[src/rtl/sram_pkg.sv]
// Shared SRAM geometry, loader protocol constant and loader FSM encoding.
// Also used by sky130_top so both sides agree on bank layout.
package sram_pkg;

    localparam int SRAM_NUM_INSTANCES = 8;
    localparam int ADDR_WIDTH         = 9;
    localparam int DATA_WIDTH         = 32;
    localparam int NUM_WMASKS         = 4;

    localparam logic [7:0] SYNC_BYTE = 8'hA5;

    typedef enum logic [2:0] {
        SYNC, LEN_LO, LEN_HI, DATA, WRITE, CHECK, DONE, ERROR
    } loader_state_e;

    typedef struct packed {
        logic load_active;
        logic core_rst;
        logic done;
        logic err;
    } loader_flags_t;

    // Status outputs are a pure function of the state being entered.
    function automatic loader_flags_t state_flags(input loader_state_e st);
        loader_flags_t f;
        f.load_active = st inside {LEN_LO, LEN_HI, DATA, WRITE, CHECK};
        f.core_rst    = (st != DONE);
        f.done        = (st == DONE);
        f.err         = (st == ERROR);
        return f;
    endfunction

endpackage

[src/rtl/uart_rx_byte.sv]
// 8N1 UART receiver: 2-flop synchroniser, mid-bit sampling, one-cycle byte
// and framing-error strobes.
module uart_rx_byte #(
    parameter int CLK_DIV = 217
) (
    input  logic       clk_i,
    input  logic       rst_i,
    input  logic       ser_rx,
    output logic [7:0] rx_byte,
    output logic       rx_vld,
    output logic       rx_ferr
);

    localparam int HALF  = (CLK_DIV / 2 > 0) ? CLK_DIV / 2 : 1;
    localparam int CNT_W = $clog2(CLK_DIV + 1);

    typedef enum logic [1:0] {RX_IDLE, RX_START, RX_DATA, RX_STOP} rx_state_e;

    rx_state_e        st;
    logic [CNT_W-1:0] cnt;
    logic [2:0]       bitn;
    logic             rx_meta, rx_sync, rx_prev;

    always_ff @(posedge clk_i) begin
        if (rst_i) begin
            rx_meta <= 1'b1;
            rx_sync <= 1'b1;
            rx_prev <= 1'b1;
            st      <= RX_IDLE;
            cnt     <= '0;
            bitn    <= '0;
            rx_byte <= '0;
            rx_vld  <= 1'b0;
            rx_ferr <= 1'b0;
        end else begin
            rx_meta <= ser_rx;
            rx_sync <= rx_meta;
            rx_prev <= rx_sync;
            rx_vld  <= 1'b0;
            rx_ferr <= 1'b0;
            case (st)
                RX_IDLE: begin
                    if (rx_prev && !rx_sync) begin
                        st  <= RX_START;
                        cnt <= '0;
                    end
                end
                RX_START: begin
                    // A start bit that is high again at mid-bit was a glitch.
                    if (cnt == CNT_W'(HALF - 1)) begin
                        cnt  <= '0;
                        bitn <= '0;
                        st   <= rx_sync ? RX_IDLE : RX_DATA;
                    end else begin
                        cnt <= cnt + 1'b1;
                    end
                end
                RX_DATA: begin
                    if (cnt == CNT_W'(CLK_DIV - 1)) begin
                        cnt     <= '0;
                        rx_byte <= {rx_sync, rx_byte[7:1]};
                        bitn    <= bitn + 1'b1;
                        if (bitn == 3'd7) st <= RX_STOP;
                    end else begin
                        cnt <= cnt + 1'b1;
                    end
                end
                RX_STOP: begin
                    if (cnt == CNT_W'(CLK_DIV - 1)) begin
                        cnt     <= '0;
                        rx_vld  <= rx_sync;
                        rx_ferr <= !rx_sync;
                        st      <= RX_IDLE;
                    end else begin
                        cnt <= cnt + 1'b1;
                    end
                end
                default: st <= RX_IDLE;
            endcase
        end
    end

endmodule

[src/rtl/sram_uart_loader.sv]
// Boot loader: receives a framed, XOR-checksummed image over UART and writes
// it word by word into the banked SRAMs through port 0, then releases core reset.
module sram_uart_loader
    import sram_pkg::loader_state_e, sram_pkg::loader_flags_t, sram_pkg::state_flags,
           sram_pkg::SYNC_BYTE, sram_pkg::SYNC, sram_pkg::LEN_LO, sram_pkg::LEN_HI,
           sram_pkg::DATA, sram_pkg::WRITE, sram_pkg::CHECK, sram_pkg::DONE, sram_pkg::ERROR;
#(
    parameter int CLK_DIV            = 217,
    parameter int SRAM_NUM_INSTANCES = sram_pkg::SRAM_NUM_INSTANCES,
    parameter int ADDR_WIDTH         = sram_pkg::ADDR_WIDTH,
    parameter int DATA_WIDTH         = sram_pkg::DATA_WIDTH,
    parameter int NUM_WMASKS         = sram_pkg::NUM_WMASKS
) (
    input  logic                                     clk_i,
    input  logic                                     rst_i,
    input  logic                                     ser_rx,
    output logic [SRAM_NUM_INSTANCES-1:0]            sram_csb0,
    output logic [SRAM_NUM_INSTANCES-1:0]            sram_web0,
    output logic [SRAM_NUM_INSTANCES*NUM_WMASKS-1:0] sram_wmask0,
    output logic [SRAM_NUM_INSTANCES*ADDR_WIDTH-1:0] sram_addr0,
    output logic [SRAM_NUM_INSTANCES*DATA_WIDTH-1:0] sram_din0,
    output logic                                     load_active_o,
    output logic                                     core_rst_o,
    output logic                                     done_o,
    output logic                                     err_o
);

    localparam int DEPTH  = SRAM_NUM_INSTANCES << ADDR_WIDTH;
    localparam int IDX_W  = $clog2(DEPTH) + 1;
    localparam int BANK_W = $clog2(SRAM_NUM_INSTANCES);
    localparam int BCNT_W = $clog2(NUM_WMASKS);

    logic [7:0] rx_byte;
    logic       rx_vld, rx_ferr;

    uart_rx_byte #(.CLK_DIV(CLK_DIV)) u_rx (
        .clk_i   (clk_i),
        .rst_i   (rst_i),
        .ser_rx  (ser_rx),
        .rx_byte (rx_byte),
        .rx_vld  (rx_vld),
        .rx_ferr (rx_ferr)
    );

    loader_state_e         state;
    loader_flags_t         flags;
    logic [IDX_W-1:0]      idx, n_words;
    logic [7:0]            len_lo, xor_acc;
    logic [BCNT_W-1:0]     bcnt;
    logic [DATA_WIDTH-9:0] word_lo;

    logic [15:0]           len_full;
    logic [DATA_WIDTH-1:0] wr_word;
    logic [IDX_W-1:0]      idx_nxt;
    logic [BANK_W-1:0]     bank;

    assign len_full = {rx_byte, len_lo};
    assign wr_word  = {rx_byte, word_lo};
    assign idx_nxt  = idx + IDX_W'(1);
    assign bank     = idx[ADDR_WIDTH +: BANK_W];

    assign {load_active_o, core_rst_o, done_o, err_o} = flags;

    always_ff @(posedge clk_i) begin
        if (rst_i) begin
            state       <= SYNC;
            flags       <= state_flags(SYNC);
            idx         <= '0;
            n_words     <= '0;
            len_lo      <= '0;
            xor_acc     <= '0;
            bcnt        <= '0;
            word_lo     <= '0;
            sram_csb0   <= '1;
            sram_web0   <= '1;
            sram_wmask0 <= '0;
            sram_addr0  <= '0;
            sram_din0   <= '0;
        end else begin
            // Strobes are one cycle; only the WRITE entry below pulls them low.
            sram_csb0 <= '1;
            sram_web0 <= '1;
            case (state)
                SYNC: begin
                    if (rx_vld && rx_byte == SYNC_BYTE) begin
                        state <= LEN_LO;
                        flags <= state_flags(LEN_LO);
                    end
                end
                LEN_LO: begin
                    if (rx_ferr) begin
                        state <= ERROR;
                        flags <= state_flags(ERROR);
                    end else if (rx_vld) begin
                        len_lo <= rx_byte;
                        state  <= LEN_HI;
                        flags  <= state_flags(LEN_HI);
                    end
                end
                LEN_HI: begin
                    if (rx_ferr || (rx_vld && len_full > 16'(DEPTH))) begin
                        state <= ERROR;
                        flags <= state_flags(ERROR);
                    end else if (rx_vld) begin
                        n_words <= len_full[IDX_W-1:0];
                        state   <= (len_full == '0) ? CHECK : DATA;
                        flags   <= state_flags((len_full == '0) ? CHECK : DATA);
                    end
                end
                DATA: begin
                    if (rx_ferr) begin
                        state <= ERROR;
                        flags <= state_flags(ERROR);
                    end else if (rx_vld) begin
                        word_lo <= wr_word[DATA_WIDTH-1:8];
                        xor_acc <= xor_acc ^ rx_byte;
                        bcnt    <= bcnt + 1'b1;
                        if (bcnt == BCNT_W'(NUM_WMASKS - 1)) begin
                            bcnt <= '0;
                            for (int b = 0; b < SRAM_NUM_INSTANCES; b++) begin
                                if (BANK_W'(b) == bank) begin
                                    sram_csb0[b] <= 1'b0;
                                    sram_web0[b] <= 1'b0;
                                    sram_wmask0[b*NUM_WMASKS +: NUM_WMASKS] <= '1;
                                    sram_addr0[b*ADDR_WIDTH +: ADDR_WIDTH]  <= idx[ADDR_WIDTH-1:0];
                                    sram_din0[b*DATA_WIDTH +: DATA_WIDTH]   <= wr_word;
                                end
                            end
                            state <= WRITE;
                            flags <= state_flags(WRITE);
                        end
                    end
                end
                WRITE: begin
                    idx <= idx_nxt;
                    if (rx_ferr) begin
                        state <= ERROR;
                        flags <= state_flags(ERROR);
                    end else begin
                        state <= (idx_nxt == n_words) ? CHECK : DATA;
                        flags <= state_flags((idx_nxt == n_words) ? CHECK : DATA);
                    end
                end
                CHECK: begin
                    if (rx_ferr || (rx_vld && rx_byte != xor_acc)) begin
                        state <= ERROR;
                        flags <= state_flags(ERROR);
                    end else if (rx_vld) begin
                        state <= DONE;
                        flags <= state_flags(DONE);
                    end
                end
                DONE: ;
                ERROR: begin
                    if (rx_vld && rx_byte == SYNC_BYTE) begin
                        idx     <= '0;
                        xor_acc <= '0;
                        bcnt    <= '0;
                        state   <= LEN_LO;
                        flags   <= state_flags(LEN_LO);
                    end
                end
                default: begin
                    state <= SYNC;
                    flags <= state_flags(SYNC);
                end
            endcase
        end
    end

endmodule
[config.mk]
export PLATFORM = sky130hd
export DESIGN_NAME = sram_uart_loader
export DESIGN_NICKNAME = d
export VERILOG_FILES = /design/src/rtl/sram_pkg.sv /design/src/rtl/uart_rx_byte.sv /design/src/rtl/sram_uart_loader.sv
export SDC_FILE = /design/constraint.sdc
export NUM_CORES = 1
export LEC_CHECK = 0
export CORE_AREA = 4 4 266 268
export DETAILED_ROUTE_END_ITERATION = 8
export DIE_AREA = 0 0 270 272
export PLACE_DENSITY_LB_ADDON = 0.15
export SYNTH_ARGS = -nofsm -noshare
export SYNTH_HDL_FRONTEND = slang
export SYNTH_SLANG_ARGS = --single-unit
[constraint.sdc]
create_clock -name clk_i -period 5.1 [get_ports clk_i]
set_input_delay 1.02 -clock clk_i [delete_from_list [all_inputs] [get_ports clk_i]]
set_output_delay 1.02 -clock clk_i [all_outputs]
set_load 0.005 [all_outputs]
Figure 1. Wiring heat map (run 1).
The die is cut into 27 by 27 equal tiles; dark blue is low, red is high, scaled to the fullest tile. Values are wire area over tile area, all layers added.
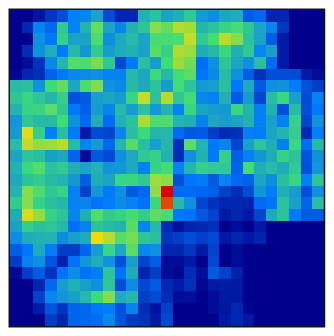
nearly empty tiles = 14%
tiles over half the peak = 9.2%
emptiest ninth of the die = lower right
mean over tiles = 0.15
DR vias: 15200
routed len/inst: 20.2 µm
GRT Overall Usage: 17.4%
total length of routed wires: 66600 µm

Figure 2. Placed cells, one colour a class (run 1).
Fill, decap, tap and diode cells in grey.
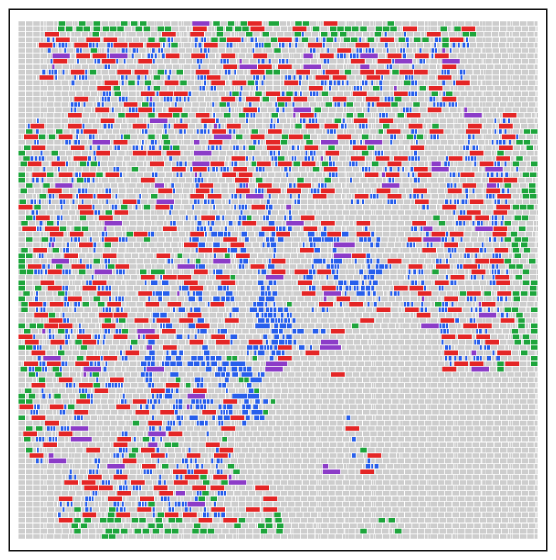
other buffers and delay cells -> green  # cells 402
flops -> red  # cells 445
combinational and other logic -> blue  # cells 1480
clock drivers and dummy loads -> purple  # cells 92
cell area after layout: 0.0227 mm²
sequential cell area share: 39.2%
post-layout util: 33.3%

Figure 3. Cell placement (run 1).
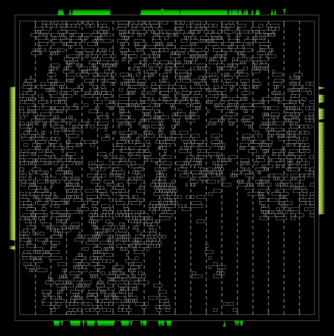
Seq cells: 445
Core Area: 0.0683 mm²
final cell count without fillers: 3301
Fill cells: 7084

==> job_summary.md, run 1 <==
## Synthesis and layout report

| Metric | Value |
|---|---|
| RSZ-0062 raised after global routing | no |
| Yosys synthesis chip area | 0.0170 mm² |
| CP Cell Sequence | nor2b_1, nand3_2, nor3_1, and2_2, nand2_1, a21oi_1 |
| Post-Syn Instances | 2155 |
| Clock buffer count from CTS | 51 |
| Vias/cell | 4.62 |
| Slew headroom | 18.1% |
| H-tree level count | 2 |
| DRT Pass-1 Iters | 5 |
| Die width | 270 µm |
| Worst setup path class | reg -> reg |
| Standard-cell row count | 96 |
| Post-CTS Setup Inserts | 0 |
| Nets | 2389 |
| Post-layout min period | 3200 ps |
| Clk slew on worst S/H paths | 60 ps |
| Yosys aoi share | 13.9% |
| Final WS setup | 1900 ps |
| Cell Type Count | 58 |
| Setup crit start kind | register |
| Synthesized registers | 445 |
| Period utilization | 62.7% |
| CP max stage cell | and2_2 |
| Syn nets | 2164 |
| # placed instances | 3209 |
| Worst Hold Class | reg -> reg |
| Post-detailed-route DRC marker count | 0 |
| Comb area leader | simple AND/OR/NAND/NOR gates |
| Global-route wire length before repair | 98700 µm |
| IO Pins | 383 |
| Initial antenna violation count | 2 |
| Detailed Place HPWL | 42100 µm |
| IO buf count | 382 |
| Fraction of layout cells with a size suffix above 1 | 5.75% |
| CTS resizes | 0 |
| Multiplexer share | 1.82% |
| Pre-CTS WS | 1910 ps |
| Area grow syn2layout | 33.6% |
| Power Total | 7.40 mW |
| Peak VDD IR | 257 µV |
| YS warnings | 0 |
| Core Density at Floorplan | 24.9% |
| Status | finished clean |
| Gpl congestion | 0.781 |
| Clk buf depth | 3 |
| Synth Area in Adders | 0.441% |
| Worst endpoint required time | 5600 ps |
| Final hold vios | 0 |
| Ys async rst share | 0% |
| Cell count in the Yosys report | 2155 |
| Antenna viol nets, final | 0 |
| Worst Max-Slew Pin Slew | 1230 ps |
| Antenna diodes | 0 |
| Ys flop type | dfxtp_1 |
| Sequential area share after synthesis | 52.4% |
| Setup violators final | 0 |
| Vias in the first global route | 14800 |
| Gr ovfl total | 0 |
| DR iter-0 viols | 1139 |
| Final hold slack | 429 ps |
| Synthesized area per cell | 7.89 µm² |
| CP Capture Type | register |
| Critical Path Fanout Max | 43 |
| Simple-Gate Fraction of Synth Area | 23.3% |
| Hold bufs inserted after CTS | 0 |
| MaxCap Viol Count | 0 |
| Largest delay share family, worst path | simple AND/OR/NAND/NOR gates |
| Clock sink count | 445 |
| Die Ht | 272 µm |
| Synth Cell Area | 0.0170 mm² |
| CTS Root Cell | clkbuf_16 |
| TritonCTS clock tree | built |
| Maximum clock frequency | 0.313 GHz |
| Worst skew pair latency | 610 ps |
| Power Density | 325 mW/mm² |
| WP data arrival | 3690 ps |
| Largest net degree at the start of global routing | 185 |
| Leakage power | 7.25 nW |
| Placed cell areas | 0.0211 mm² |
| Chip area | 0.0734 mm² |
| Fin. max-slew vios | 0 |
| Worst Path Buf+Inv | 0 |
| Max incr delay on CP | 930 ps |
| Tool warnings | 31 |
| XOR/XNOR Area Share | 1.39% |
| Clock Skew | 31.3 ps |
| Setup TNS | 0 ps |
| Flip-flops with a built-in enable | 0 |
[run 1: kinds of logic (layout without fill, tap and decap cells)]
kind of cell	Yosys count	in the layout
AND/OR/NAND/NOR	952	952
AND-OR/OR-AND	452	452
flip-flops	445	445
buffers and inverters	242	506
multiplexers	31	31
XOR/XNOR	27	27
adder cells (fa/ha/maj)	6	6
[run 1: cells in the mapped netlist (all sizes together) (7+ instances only)]
library cell    n  area (µm²)
inv            12        45.0
or2            13        81.3
xor2            7        61.3
clkbuf        139         522
nand3          15        75.1
xnor2          20         175
o21ai          30         150
a21oi         387        1940
or3             8        50.1
nor4           12         111
and3            7        53.8
nand2         731        2740
dfxtp         445        8910
nor3           20         130
mux2i          31         310
buf            91         569
nor2           94         353
nand2b         14        87.6
[run 1: report_power, final]
group          leakage (nW)  internal, mW  switching (mW)
clock network         0.811          2.12            1.55
logic                  2.86        0.0646           0.143
registers              3.58          3.49          0.0360
total                  7.25          5.67            1.73
[run 1: worst paths after layout]
kind                            cells past startpoint             end  slack, ps    startpoint
worst max-delay path                                6  sram_addr0[17]       1900      state[0]
worst min-delay path                                1    u_rx.rx_sync        430  u_rx.rx_meta
worst max register to register                      6  sram_addr0[17]       1900      state[0]
worst min register to register                      1    u_rx.rx_sync        430  u_rx.rx_meta
[run 1: registers in the layout, indices dropped and copies added, names as in the netlist, named ones only]
signal	cells
idx	13
state	3
n_words	13
u_rx.rx_ferr	1
len_lo	8
u_rx.rx_byte	8
u_rx.rx_meta	1
u_rx.cnt	8
u_rx.st	1
u_rx.rx_prev	1
sram_din0	256
u_rx.bitn	3
load_active_o	1
err_o	1
sram_web0	8
bcnt	2
word_lo	24
u_rx.rx_vld	1
xor_acc	8
u_rx.rx_sync	1
sram_addr0	72
done_o	1
sram_wmask0	8
core_rst_o	1
[run 1: area by class of cell]
cell class | instances | area, µm²
Tap cell | 882 | 1100
Clock buffer | 71 | 1430
Inverter | 12 | 45.0
Clock inverter | 21 | 224
Timing Repair Buffer | 402 | 3990
Multi-Input combinational cell | 1468 | 7030
Fill cell | 7084 | 45600
Sequential cell | 445 | 8910
[run 1: placed cells by master (no fill, tap or decap), types with 14 or more instances in the layout]
cell type and instances:
buf_4 19, nor2_1 93, o21ai_0 27, clkbuf_16 51, xnor2_1 20, nor3_1 14
nand3_1 14, a21oi_1 387, nand2_1 729, mux2i_1 31, clkdlybuf4s50_1 381, dfxtp_1 445
[run 1: per-layer routing]
metal / share of wire (%) / wire length [µm] / GRT usage (%)
met1: 43 / 28500 / 21.8
met2: 46 / 31000 / 29.0
met3: 7.4 / 4940 / 4.94
met4: 3.3 / 2220 / 5.60
met5: 0 / 0 / 0
==> run 1 -> run 2 <==
==> constraint.sdc (replaced) <==
create_clock -name clk_i -period 2.9 [get_ports clk_i]
set_input_delay 0.58 -clock clk_i [delete_from_list [all_inputs] [get_ports clk_i]]
set_output_delay 0.58 -clock clk_i [all_outputs]
set_load 0.005 [all_outputs]
Figure 4. Cell placement (run 2).
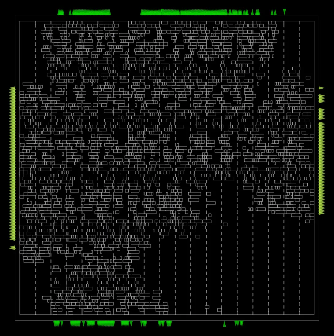
standard-cell row count: 96
Fill cells: 7121
sequential cell area share: 38.4%

==> run 2 against run 1 <==
- synthesized cell count is the same
- clock skew up 17 ps
- sequential power grew 75%
- largest cell class unchanged
- largest power group unchanged
==> job_summary.md, run 2 <==
## Synthesis and layout report

| Metric | Value |
|---|---|
| CP Capture Type | register |
| Maximum clock frequency | 0.422 GHz |
| Register area | 0.00891 mm² |
| Routed len/inst | 20.1 µm |
| Largest regs | sram_din0 (256), sram_addr0 (72), word_lo (24) |
| Sequential area share after synthesis | 52.4% |
| Leakage power | 7.51 nW |
| TritonCTS clock tree | built |
| Worst hold stages | 1 |
| Detailed Place HPWL | 44400 µm |
| Final cell count without fillers | 3342 |
| Die Ht | 272 µm |
| Post-detailed-route DRC marker count | 0 |
| Slew headroom | 45.1% |
| Most frequent cell after synthesis | nand2_1 |
| YS warnings | 0 |
| Initial antenna violation count | 0 |
| Clock sink count | 445 |
| # placed instances | 3253 |
| Final WS setup | 529 ps |
| Setup TNS | 0 ps |
| Max incr delay on CP | 590 ps |
| Comb area | 0.00703 mm² |
| Tool warnings | 29 |
| Cell Type Count | 58 |
| Peak VDD IR | 418 µV |
| Gr ovfl total | 0 |
| DR vias | 15400 |
| Worst Hold Class | reg -> reg |
| Flip-flops with a built-in enable | 0 |
| Largest Register | sram_din0 |
| Worst Hold Path EP | u_rx.rx_sync |
| FF-to-FF setup slack | 530 ps |
| Status | finished clean |
| Final hold vios | 0 |
| Chip area | 0.0734 mm² |
| Max reg flops | 256 |
| Gpl congestion | 0.779 |
| Yosys top cell area share | 52.4% |
| Synthesized area per cell | 7.89 µm² |
| Synth top cells by count | nand2_1, dfxtp_1, a21oi_1 |
| Hold bufs inserted after CTS | 0 |
| CP max stage cell | dfxtp_1 |
| Syn nets | 2164 |
| Core Area | 0.0683 mm² |
| Most frequent logic cell in the layout | nand2_1 |
| Reg2reg path depth | 6 |
| Vias/cell | 4.59 |
| Yosys synthesis chip area | 0.0170 mm² |
| Synth Cell Area | 0.0170 mm² |
| Fraction of layout cells with a size suffix above 1 | 7.15% |
| Placed cell areas | 0.0215 mm² |
| Nets | 2433 |
| Setup crit start kind | register |
| Largest net degree at the start of global routing | 117 |
| Clock buffer count from CTS | 51 |
| Clock Skew | 48.7 ps |
| GRT Overall Usage | 17.6% |
| Top cells, area | dfxtp_1, nand2_1, a21oi_1 |
| CP Cell Sequence | nand4_1, nor3_1, xnor2_1, nand4_1, or4_1, o2bb2ai_1 |
| Ys async rst share | 0% |
| Die width | 270 µm |
| RSZ-0062 raised after global routing | no |
| Setup violators final | 0 |
| DRT Pass-1 Iters | 5 |
| Period utilization | 81.7% |
| Post-layout min period | 2370 ps |
| Top Layout Cells | nand2_1, dfxtp_1, a21oi_1, clkdlybuf4s50_1, nor2_1 |
| Clk buf depth | 3 |
| Cell area after layout | 0.0232 mm² |
| Antenna viol nets, final | 0 |
| IO Pins | 383 |
| Critical Path Fanout Max | 12 |
| Post-CTS Setup Inserts | 0 |
| Vias in the first global route | 15000 |
| H-tree level count | 2 |
| Synthesized registers | 445 |
| Fin. max-slew vios | 0 |
| Leading area contributor after synthesis | dfxtp_1 |
| Worst Path Buf+Inv | 0 |
| Pre-CTS WS | 528 ps |
| Worst setup path class | reg -> reg |
| Ys flop type | dfxtp_1 |
| CTS Root Cell | clkbuf_16 |
| Most numerous cell on the critical path | nand4_1 |
| DR iter-0 viols | 1062 |
| Global-route wire length before repair | 99600 µm |
| Worst skew pair latency | 610 ps |
| Worst Max-Slew Pin Slew | 822 ps |
| Worst r2r src | idx[2] |
| MaxCap Viol Count | 0 |
| Hold_sp | u_rx.rx_meta |
| Cell count in the Yosys report | 2155 |
| Core Density at Floorplan | 24.9% |
| Clk slew on worst S/H paths | 60 ps |
| Post-Syn Instances | 2155 |
| Post-layout util | 33.9% |
| Total length of routed wires | 67200 µm |
| CTS resizes | 0 |
| WP data arrival | 2790 ps |
| Area grow syn2layout | 36.3% |
| Antenna diodes | 0 |
| IO buf count | 382 |
| Worst endpoint required time | 3320 ps |
| Largest delay share family, worst path | simple AND/OR/NAND/NOR gates |
| RR Endpoint | state[1] |
| Power Density | 562 mW/mm² |
Figure 5. Placed cells, one colour a class (run 2).
Fill, decap, tap and diode cells in grey.
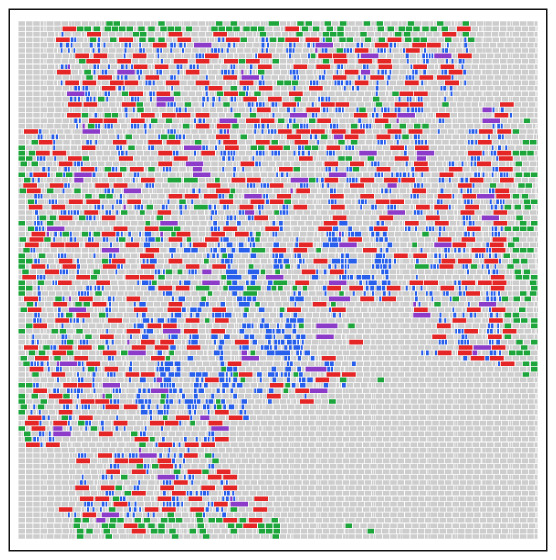
clock drivers and dummy loads -> purple  # cells 89
other buffers and delay cells -> green  # cells 446
flops -> red  # cells 445
combinational and other logic -> blue  # cells 1480

## run 2: netlist changes by cell type in the layout (fill, tap and decap cells not counted), sizes merged
cell | previous run | this run
clkbuf | 71 | 81
bufinv | 3 | 2
buf | 21 | 65
inv | 15 | 14
clkinv | 12 | 3
clkinvlp | 3 | 1
## run 2: cell families (layout without fill, tap and decap cells)
group | after synthesis | in the layout | share of synthesized area (%)
XOR/XNOR | 27 | 27 | 1.39
AND/OR/NAND/NOR | 952 | 952 | 23.3
multiplexers | 31 | 31 | 1.82
AND-OR/OR-AND | 452 | 452 | 13.9
buffers and inverters | 242 | 547 | 6.68
flip-flops | 445 | 445 | 52.4
adder cells (fa/ha/maj) | 6 | 6 | 0.441
## run 2: metal layers
metal  GRT usage, %  vias up  part of all wire (%)
li1               -     7520                     -
met4           4.55        0                   2.4
met2           29.8      394                    48
met5              0        -                     0
met1           22.0     7350                    43
met3           5.06       87                   6.8
## run 2: power breakdown
part	internal [mW]	leakage (nW)	switching (mW)
registers	6.14	3.58	0.0214
clock network	3.80	0.810	2.63
logic	0.135	3.12	0.303
## run 2: area by class of cell
cell class | count | share of cell area [%]
flip-flops and latches | 445 | 38.4
multi-input cells | 1468 | 30.3
repair buffers | 446 | 19.1
clock buffers | 81 | 6.64
well taps | 882 | 4.76
clock inverters | 8 | 0.540
inverters | 12 | 0.194
## run 2: through the flow
stage / power [mW] / hold slack (ps)
final: 13.0 / 411
after floorplan: 6.59 / 389
after global routing: 13.5 / 453
after global placement: 6.73 / 420
after CTS: 13.2 / 419
after detailed placement: 6.74 / 412
## run 2: worst max-delay path by stage
stage	startpoint	endpoint	depth (start not counted)
after floorplan	idx[0]	state[1]	7
after global placement	idx[2]	state[1]	6
after detailed placement	u_rx.rx_vld	sram_din0[80]	6
after CTS	idx[2]	state[1]	6
after global routing	u_rx.cnt[0]	u_rx.cnt[4]	7
final	idx[2]	state[1]	6
==> run 2 -> run 3 <==
==> constraint.sdc (replaced) <==
create_clock -name clk_i -period 2.5 [get_ports clk_i]
set_input_delay 0.5 -clock clk_i [delete_from_list [all_inputs] [get_ports clk_i]]
set_output_delay 0.5 -clock clk_i [all_outputs]
set_load 0.005 [all_outputs]
Figure 6. Power grid (run 3).
The bar under the picture is 100 µm long. Pins as bars on the die edge. Tap cells in grey.
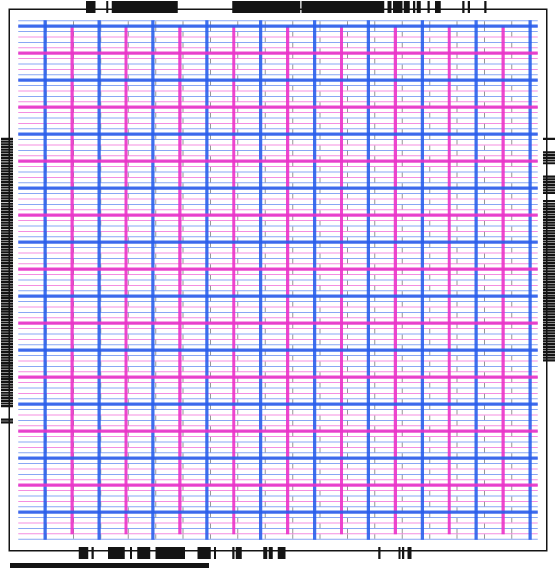
VSS -> blue
VDD -> magenta
met1 rails = 97
rows = 96
Die Ht: 272 µm
die width: 270 µm
Peak VDD IR: 464 µV

==> run 3 against run 2 <==
- cell count up 0.48%
- clock skew down 30 ps
- critical path depth up 1
- first-iteration DRC count down 9.4%
- worst setup slack worse by 400 ps
- combinational power up 21%
- synthesized cell count unchanged
- wire length up 0.16%
- sequential cell count unchanged
- worst hold slack worse by 85 ps
- sequential power up 16%
==> job_summary.md, run 3 <==
## Synthesis and layout report

| Metric | Value |
|---|---|
| Detailed Place HPWL | 44700 µm |
| FF-to-FF setup slack | 130 ps |
| Setup crit start kind | register |
| Global-route wire length before repair | 101000 µm |
| Status | finished clean |
| Clk slew on worst S/H paths | 60 ps |
| Ys flop type | dfxtp_1 |
| Ys async rst share | 0% |
| RSZ-0062 raised after global routing | no |
| IO buf count | 382 |
| Setup TNS | 0 ps |
| Worst skew pair latency | 600 ps |
| Total length of routed wires | 67300 µm |
| Gpl congestion | 0.811 |
| Sequential area share after synthesis | 52.4% |
| Power Total | 15.3 mW |
| Largest regs | sram_din0 (256), sram_addr0 (72), word_lo (24) |
| Cell count in the Yosys report | 2155 |
| Initial antenna violation count | 0 |
| GRT Overall Usage | 17.6% |
| Final WS setup | 128 ps |
| Routed len/inst | 20.0 µm |
| Worst Max-Slew Pin Slew | 844 ps |
| Worst endpoint required time | 2990 ps |
| Clk network pwr share | 50.0% |
| H-tree level count | 2 |
| Worst setup path class | reg -> reg |
| Top cells, area | dfxtp_1, nand2_1, a21oi_1 |
| Vias in the first global route | 15300 |
| Post-detailed-route DRC marker count | 0 |
| Synth top cells by count | nand2_1, dfxtp_1, a21oi_1 |
| Max reg flops | 256 |
| Pint | 11.9 mW |
| Pre-CTS WS | 128 ps |
| Nets | 2449 |
| DR vias | 15500 |
| Sw Ratio | 22.7% |
| Standard-cell row count | 96 |
| DRT Pass-1 Iters | 8 |
| Vias/cell | 4.61 |
| Maximum clock frequency | 0.422 GHz |
| CP Capture Type | register |
| Fraction of layout cells with a size suffix above 1 | 8.08% |
| Flip-flops with a built-in enable | 0 |
| Worst Hold Class | in -> reg |
| Antenna viol nets, final | 0 |
| Fin. max-slew vios | 0 |
| Period utilization | 94.9% |
| Synth Cell Area | 0.0170 mm² |
| Top Layout Cells | nand2_1, dfxtp_1, a21oi_1, clkdlybuf4s50_1, nor2_1 |
| Clock buffer count from CTS | 52 |
| Clock Skew | 18.7 ps |
| Most frequent cell after synthesis | nand2_1 |
| Synthesized registers | 445 |
| Post-CTS Setup Inserts | 0 |
| Gr ovfl total | 0 |
| Slew headroom | 43.7% |
| Post-layout util | 34.3% |
| Power Density | 654 mW/mm² |
| CTS Root Cell | clkbuf_16 |
| Sequential Power Share | 46.6% |
| Area grow syn2layout | 37.9% |
| DR iter-0 viols | 962 |
| Clk buf depth | 3 |
| Clock sink count | 445 |
| WP data arrival | 2860 ps |
| CTS resizes | 0 |
| Most frequent logic cell in the layout | nand2_1 |
| TritonCTS clock tree | built |
| Core Density at Floorplan | 24.9% |
| Synthesized area per cell | 7.89 µm² |
| Final hold vios | 0 |
| Largest Register | sram_din0 |
| Core Area | 0.0683 mm² |
| Post-layout min period | 2370 ps |
| Comb area | 0.00703 mm² |
| Post-Syn Instances | 2155 |
| IO Pins | 383 |
Figure 7. Cell placement (run 3).
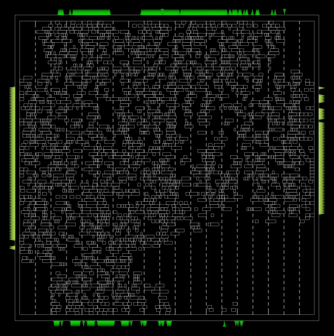
final cell count without fillers: 3358
sequential cell area share: 38.0%
Fill cells: 7025

## run 3: netlist changes by cell type in the layout (fill, tap and decap cells not counted), sizes merged
cell,before,now
buf,65,80
bufinv,2,3
clkbuf,81,73
clkinv,3,9
clkinvlp,1,3
## run 3: final timing paths
kind / start / to / cells past startpoint
worst min-delay path: rst_i / sram_din0[108] / 2
worst max register to register: u_rx.rx_byte[1] / core_rst_o / 7
worst min register to register: u_rx.rx_meta / u_rx.rx_sync / 1
worst max-delay path: u_rx.rx_byte[1] / core_rst_o / 7
## run 3: final cells by class
type	count	share of cell area, %
tap	882	4.71
inverter	12	0.192
timing repair buffer	461	19.8
clock buffer	73	6.54
multi-input combinational	1468	30.0
clock inverter	17	0.795
sequential	445	38.0
## run 3: critical path, stage by stage (launching register included)
cell     delay, ps
dfxtp_1        500
buf_4          270
xnor2_1        160
nand4_1        120
o21ai_1        260
or4b_1         520
or2_1          270
a21o_1         160
## run 3: stage by stage
step / hold slack (ps) / instance area (µm²)
after floorplan: 389 / 17000
after global placement: 410 / 21700
after detailed placement: 412 / 21700
after CTS: 318 / 23500
after global routing: 349 / 23500
final: 326 / 23500
## run 3: power groups by stage
stage / Sequential [mW] / Combinational [mW] / Clock [mW]
5_1_grt: 7.15 / 0.591 / 8.16
3_5_place_dp: 7.30 / 0.533 / 0
6_report: 7.14 / 0.529 / 7.66
3_3_place_gp: 7.30 / 0.532 / 0
2_1_floorplan: 7.29 / 0.360 / 0
4_1_cts: 7.15 / 0.532 / 7.90
## run 3: kinds of logic (layout without fill, tap and decap cells)
kind of cell	Yosys count	count (layout)	share of synthesized area, %
xor+xnor	27	27	1.39
mux	31	31	1.82
fa+ha+maj	6	6	0.441
simple gates	952	952	23.3
compound gates	452	452	13.9
buf+inv	242	563	6.68
flops	445	445	52.4
## run 3: per-layer routing
metal	vias to the layer above	GRT usage, %	part of all wire, %
met1	7431	21.8	43
met2	413	30.5	49
met4	0	4.52	2.2
met3	77	4.75	6.5
met5	-	0	0
li1	7557	-	-
Power and IR drop assume default switching activity.
